**Signal wires on met2**

Bar = 20 um.
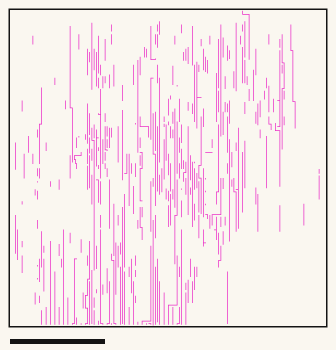
**M3 wires**

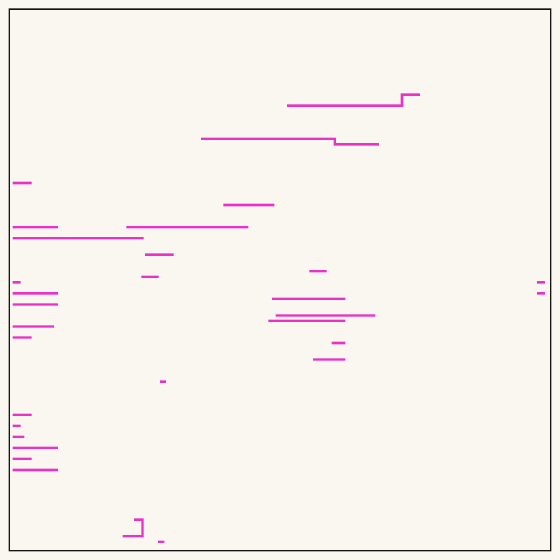
**Supply network**

Bar = 20 um. Pins as bars on the die edge.
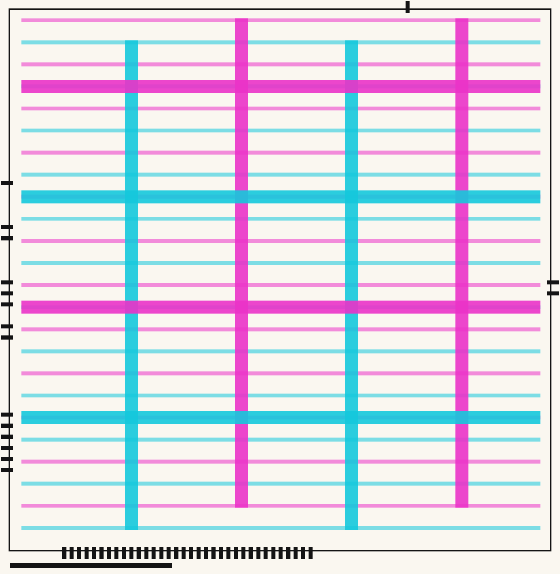
<file path="config.mk">
export PLATFORM = sky130hd
export DESIGN_NAME = iic_xfer_arbiter
export DESIGN_NICKNAME = d
export VERILOG_FILES = /design/src/rtl/iic_xfer_arbiter.sv
export SDC_FILE = /design/constraint.sdc
export NUM_CORES = 1
export LEC_CHECK = 0
export CORE_UTILIZATION = 39
export DETAILED_ROUTE_END_ITERATION = 16
export GPL_TIMING_DRIVEN = 1
export PLACE_DENSITY = 0.69
export SKIP_CTS_REPAIR_TIMING = 1
export SYNTH_ARGS = -nofsm -noshare
export SYNTH_HDL_FRONTEND = slang
export SYNTH_SLANG_ARGS = --single-unit
export TNS_END_PERCENT = 100
</file>
<file path="constraint.sdc">
create_clock -name clk -period 3.15 [get_ports clk]
set_input_delay 0.63 -clock clk [delete_from_list [all_inputs] [get_ports clk]]
set_output_delay 0.63 -clock clk [all_outputs]
set_load 0.02 [all_outputs]
</file>
<file path="src/rtl/iic_xfer_arbiter.sv">
// Round-robin sequencer sharing one byte-level I2C master core between two
// write requesters: TXR load, CTR start, SR ack poll, next/stop, SR idle poll.
//
// state      | meaning
// IDLE       | core free, arbitrating between requesters
// LOAD       | waiting for / writing owner byte into TXR
// START      | CTR write with start, write mode
// POLL_ACK   | polling SR for waiting-ack status
// NEXT       | next-byte pulse to core
// STOP       | CTR write clearing start
// POLL_IDLE  | polling SR until core reports idle
// ABORT      | timeout: stop written, error reported
module iic_xfer_arbiter #(
    parameter int          TIMEOUT_CYC  = 4096,
    parameter int          TW           = 13,
    parameter logic [7:0]  CTR_WR_START = 8'h03,
    parameter logic [7:0]  CTR_STOP     = 8'h00
) (
    input  logic        clk,
    input  logic        rst,
    input  logic [1:0]  req_valid,
    input  logic [15:0] req_data,
    input  logic [1:0]  req_last,
    output logic [1:0]  req_ready,
    output logic [1:0]  grant,
    output logic [1:0]  done,
    output logic [1:0]  err,
    output logic        busy,
    output logic [1:0]  core_adr,
    output logic [7:0]  core_wdata,
    output logic        core_cs,
    output logic        core_next,
    input  logic [7:0]  core_rdata
);

    typedef enum logic [2:0] {
        S_IDLE,
        S_LOAD,
        S_START,
        S_POLL_ACK,
        S_NEXT,
        S_STOP,
        S_POLL_IDLE,
        S_ABORT
    } state_t;

    localparam logic [1:0]    ADR_TXR     = 2'b00;
    localparam logic [1:0]    ADR_SR      = 2'b10;
    localparam logic [1:0]    ADR_CTR     = 2'b11;
    localparam logic [7:0]    SR_WAIT_ACK = 8'h08;
    localparam logic [7:0]    SR_IDLE     = 8'h00;
    localparam logic [TW-1:0] TMO_TC      = TW'(TIMEOUT_CYC);

    state_t      state, state_nxt;
    logic        owner, owner_nxt;
    logic        ptr, ptr_nxt;
    logic        last_q, last_nxt;
    logic [1:0]  grant_nxt;
    logic [1:0]  done_nxt;
    logic [1:0]  err_nxt;
    logic [TW-1:0] tmo_cnt;

    logic        tmo_hit;
    logic        first_poll;
    logic        sel_valid;
    logic [7:0]  sel_data;
    logic        sel_last;
    logic [1:0]  owner_oh;
    logic        tmo_run;

    assign tmo_hit    = (tmo_cnt == TMO_TC);
    assign first_poll = (tmo_cnt == '0);
    assign sel_valid  = owner ? req_valid[1] : req_valid[0];
    assign sel_data   = owner ? req_data[15:8] : req_data[7:0];
    assign sel_last   = owner ? req_last[1] : req_last[0];
    assign owner_oh   = owner ? 2'b10 : 2'b01;
    assign busy       = |grant;
    assign tmo_run    = (state == S_LOAD) || (state == S_POLL_ACK) || (state == S_POLL_IDLE);

    always_ff @(posedge clk or posedge rst) begin
        if (rst) begin
            state   <= S_IDLE;
            owner   <= 1'b0;
            ptr     <= 1'b0;
            last_q  <= 1'b0;
            grant   <= 2'b00;
            done    <= 2'b00;
            err     <= 2'b00;
            tmo_cnt <= '0;
        end else begin
            state  <= state_nxt;
            owner  <= owner_nxt;
            ptr    <= ptr_nxt;
            last_q <= last_nxt;
            grant  <= grant_nxt;
            done   <= done_nxt;
            err    <= err_nxt;
            // Counter restarts on every state change, so each wait phase gets a full budget.
            if (state_nxt != state) begin
                tmo_cnt <= '0;
            end else if (tmo_run) begin
                tmo_cnt <= tmo_cnt + 1'b1;
            end
        end
    end

    always_comb begin
        state_nxt  = state;
        owner_nxt  = owner;
        ptr_nxt    = ptr;
        last_nxt   = last_q;
        grant_nxt  = grant;
        done_nxt   = 2'b00;
        err_nxt    = 2'b00;
        req_ready  = 2'b00;
        core_adr   = ADR_SR;
        core_wdata = 8'h00;
        core_cs    = 1'b0;
        core_next  = 1'b0;

        case (state)
            S_IDLE: begin
                if (|req_valid) begin
                    owner_nxt = req_valid[ptr] ? ptr : ~ptr;
                    grant_nxt = owner_nxt ? 2'b10 : 2'b01;
                    state_nxt = S_LOAD;
                end
            end
            S_LOAD: begin
                if (sel_valid) begin
                    req_ready  = owner_oh;
                    core_adr   = ADR_TXR;
                    core_wdata = sel_data;
                    core_cs    = 1'b1;
                    last_nxt   = sel_last;
                    state_nxt  = S_START;
                end else if (tmo_hit) begin
                    state_nxt = S_ABORT;
                    err_nxt   = owner_oh;
                    grant_nxt = 2'b00;
                    ptr_nxt   = ~owner;
                end
            end
            S_START: begin
                core_adr   = ADR_CTR;
                core_wdata = CTR_WR_START;
                core_cs    = 1'b1;
                state_nxt  = S_POLL_ACK;
            end
            S_POLL_ACK: begin
                // First poll cycle carries stale SR from before the address settled.
                if (!first_poll && core_rdata == SR_WAIT_ACK) begin
                    state_nxt = last_q ? S_STOP : S_NEXT;
                end else if (tmo_hit) begin
                    state_nxt = S_ABORT;
                    err_nxt   = owner_oh;
                    grant_nxt = 2'b00;
                    ptr_nxt   = ~owner;
                end
            end
            S_NEXT: begin
                core_next = 1'b1;
                state_nxt = S_LOAD;
            end
            S_STOP: begin
                core_adr   = ADR_CTR;
                core_wdata = CTR_STOP;
                core_cs    = 1'b1;
                state_nxt  = S_POLL_IDLE;
            end
            S_POLL_IDLE: begin
                if (!first_poll && core_rdata == SR_IDLE) begin
                    state_nxt = S_IDLE;
                    done_nxt  = owner_oh;
                    grant_nxt = 2'b00;
                    ptr_nxt   = ~owner;
                end else if (tmo_hit) begin
                    state_nxt = S_ABORT;
                    err_nxt   = owner_oh;
                    grant_nxt = 2'b00;
                    ptr_nxt   = ~owner;
                end
            end
            S_ABORT: begin
                core_adr   = ADR_CTR;
                core_wdata = CTR_STOP;
                core_cs    = 1'b1;
                state_nxt  = S_IDLE;
            end
            default: begin
                state_nxt = S_IDLE;
            end
        endcase
    end

endmodule

</file>
==> run_results.csv <==
group,metric,value,unit
run_status,status,"finished, final reports clean",
synthesis,yosysWarnings,0,
floorplan,coreArea,4000,um2
drt,viasPerCell,5.25,
clock_network,htreeDepth,1,
placed_design,placedCellCount,280,
grt,met2_usage,0.306,
layout,largest_class,"combinational gates",
layout,signal_buffers,58,
layout,seq_cells,25,
critical_path,critPathMaxFanout,7,
synthesis,ys_sh_aoi,0.140,
synthesis,ys_cells,180,
critical_path,critical_path.slowest_cell,"clkdlybuf4s50_1",
power_and_ir_drop,combPwrFrac,0.528,
critical_path,crit_start,"req_valid[0]",
sta,rsz0062_at_grt,"false",
sta,fin_skew,0.00339,ns
layout,seq-cell-share,0.278,
synthesis,top_cell_area_share,0.385,
clock_network,cts_buffers,3,
sta,fin_crit,2.93,ns
Notes on 'signal wires on met2' above:
main direction = vertical
share of all routed wire = 48%

Notes on 'M3 wires' above:
wire length on this layer = 167 um
main direction = horizontal
longest straight run = 16.3 um
nets with wire on the layer = 29
GRT met3 Usage: 0.0411
final wirelength: 3850 um
vias: 1490

Notes on 'supply network' above:
cyan -> VSS
magenta -> VDD
met4 straps = 4
signal pins = 51
Die H: 66.5 um
die x size: 66.5 um
VDD IR max: 0.503 mV

cells in the final DEF, fill, tap and decap left out, types with 7 or more instances in the layout:
| cell type | count |
|---|---|
| and3_1 | 7 |
| buf_4 | 8 |
| clkdlybuf4s50_1 | 50 |
| dfrtp_1 | 25 |
| inv_1 | 10 |
| mux2i_1 | 10 |
| nand2_1 | 11 |
| nand3_1 | 8 |
| nor2_1 | 23 |
| o21ai_0 | 13 |
| xor2_1 | 8 |
cell usage after synthesis, types with 2 or more instances:
cell / instances
nand3_1: 8
and3_1: 7
buf_6: 2
nor2_1: 23
nor3_1: 5
nand4_1: 5
a31oi_1: 3
o211ai_1: 2
nor2_2: 3
a211oi_1: 2
inv_1: 10
mux2_2: 2
clkbuf_1: 5
mux2i_1: 10
a21oi_1: 3
xor2_1: 8
dfrtp_1: 25
or4_1: 2
nand2_1: 11
nand2b_1: 2
xnor2_1: 4
o21ai_0: 13
ha_1: 2
metrics by stage:
step / util / total power [mW] / setup WS [ns] / cell area [um2]
2_1_floorplan: - / 0.937 / 0.657 / 1620
3_5_place_dp: 0.551 / 1.15 / 0.213 / 2200
4_1_cts: 0.562 / 1.34 / 0.200 / 2250
5_1_grt: 0.562 / 1.44 / 0.0946 / 2250
3_3_place_gp: 0.551 / 1.16 / 0.234 / 2200
6_report: 0.562 / 1.34 / 0.218 / 2250
final timing paths:
check	to	slack, ns	depth (start not counted)
max in group asynchronous	last_q	1.69	2
worst max-delay path	core_wdata[5]	0.22	6
worst min-delay path	last_q	0.50	2
worst max register to register	tmo_cnt[6]	0.54	7
min in group asynchronous	done[0]	0.88	2
worst min register to register	last_q	0.50	2
sequential cells by signal, indices dropped and copies added, names as in the netlist:
name	count
tmo_cnt	13
err	2
grant	2
ptr	1
last_q	1
state	3
done	2
owner	1
Power figures rest on the tool's default switching activity, not on a simulated workload.
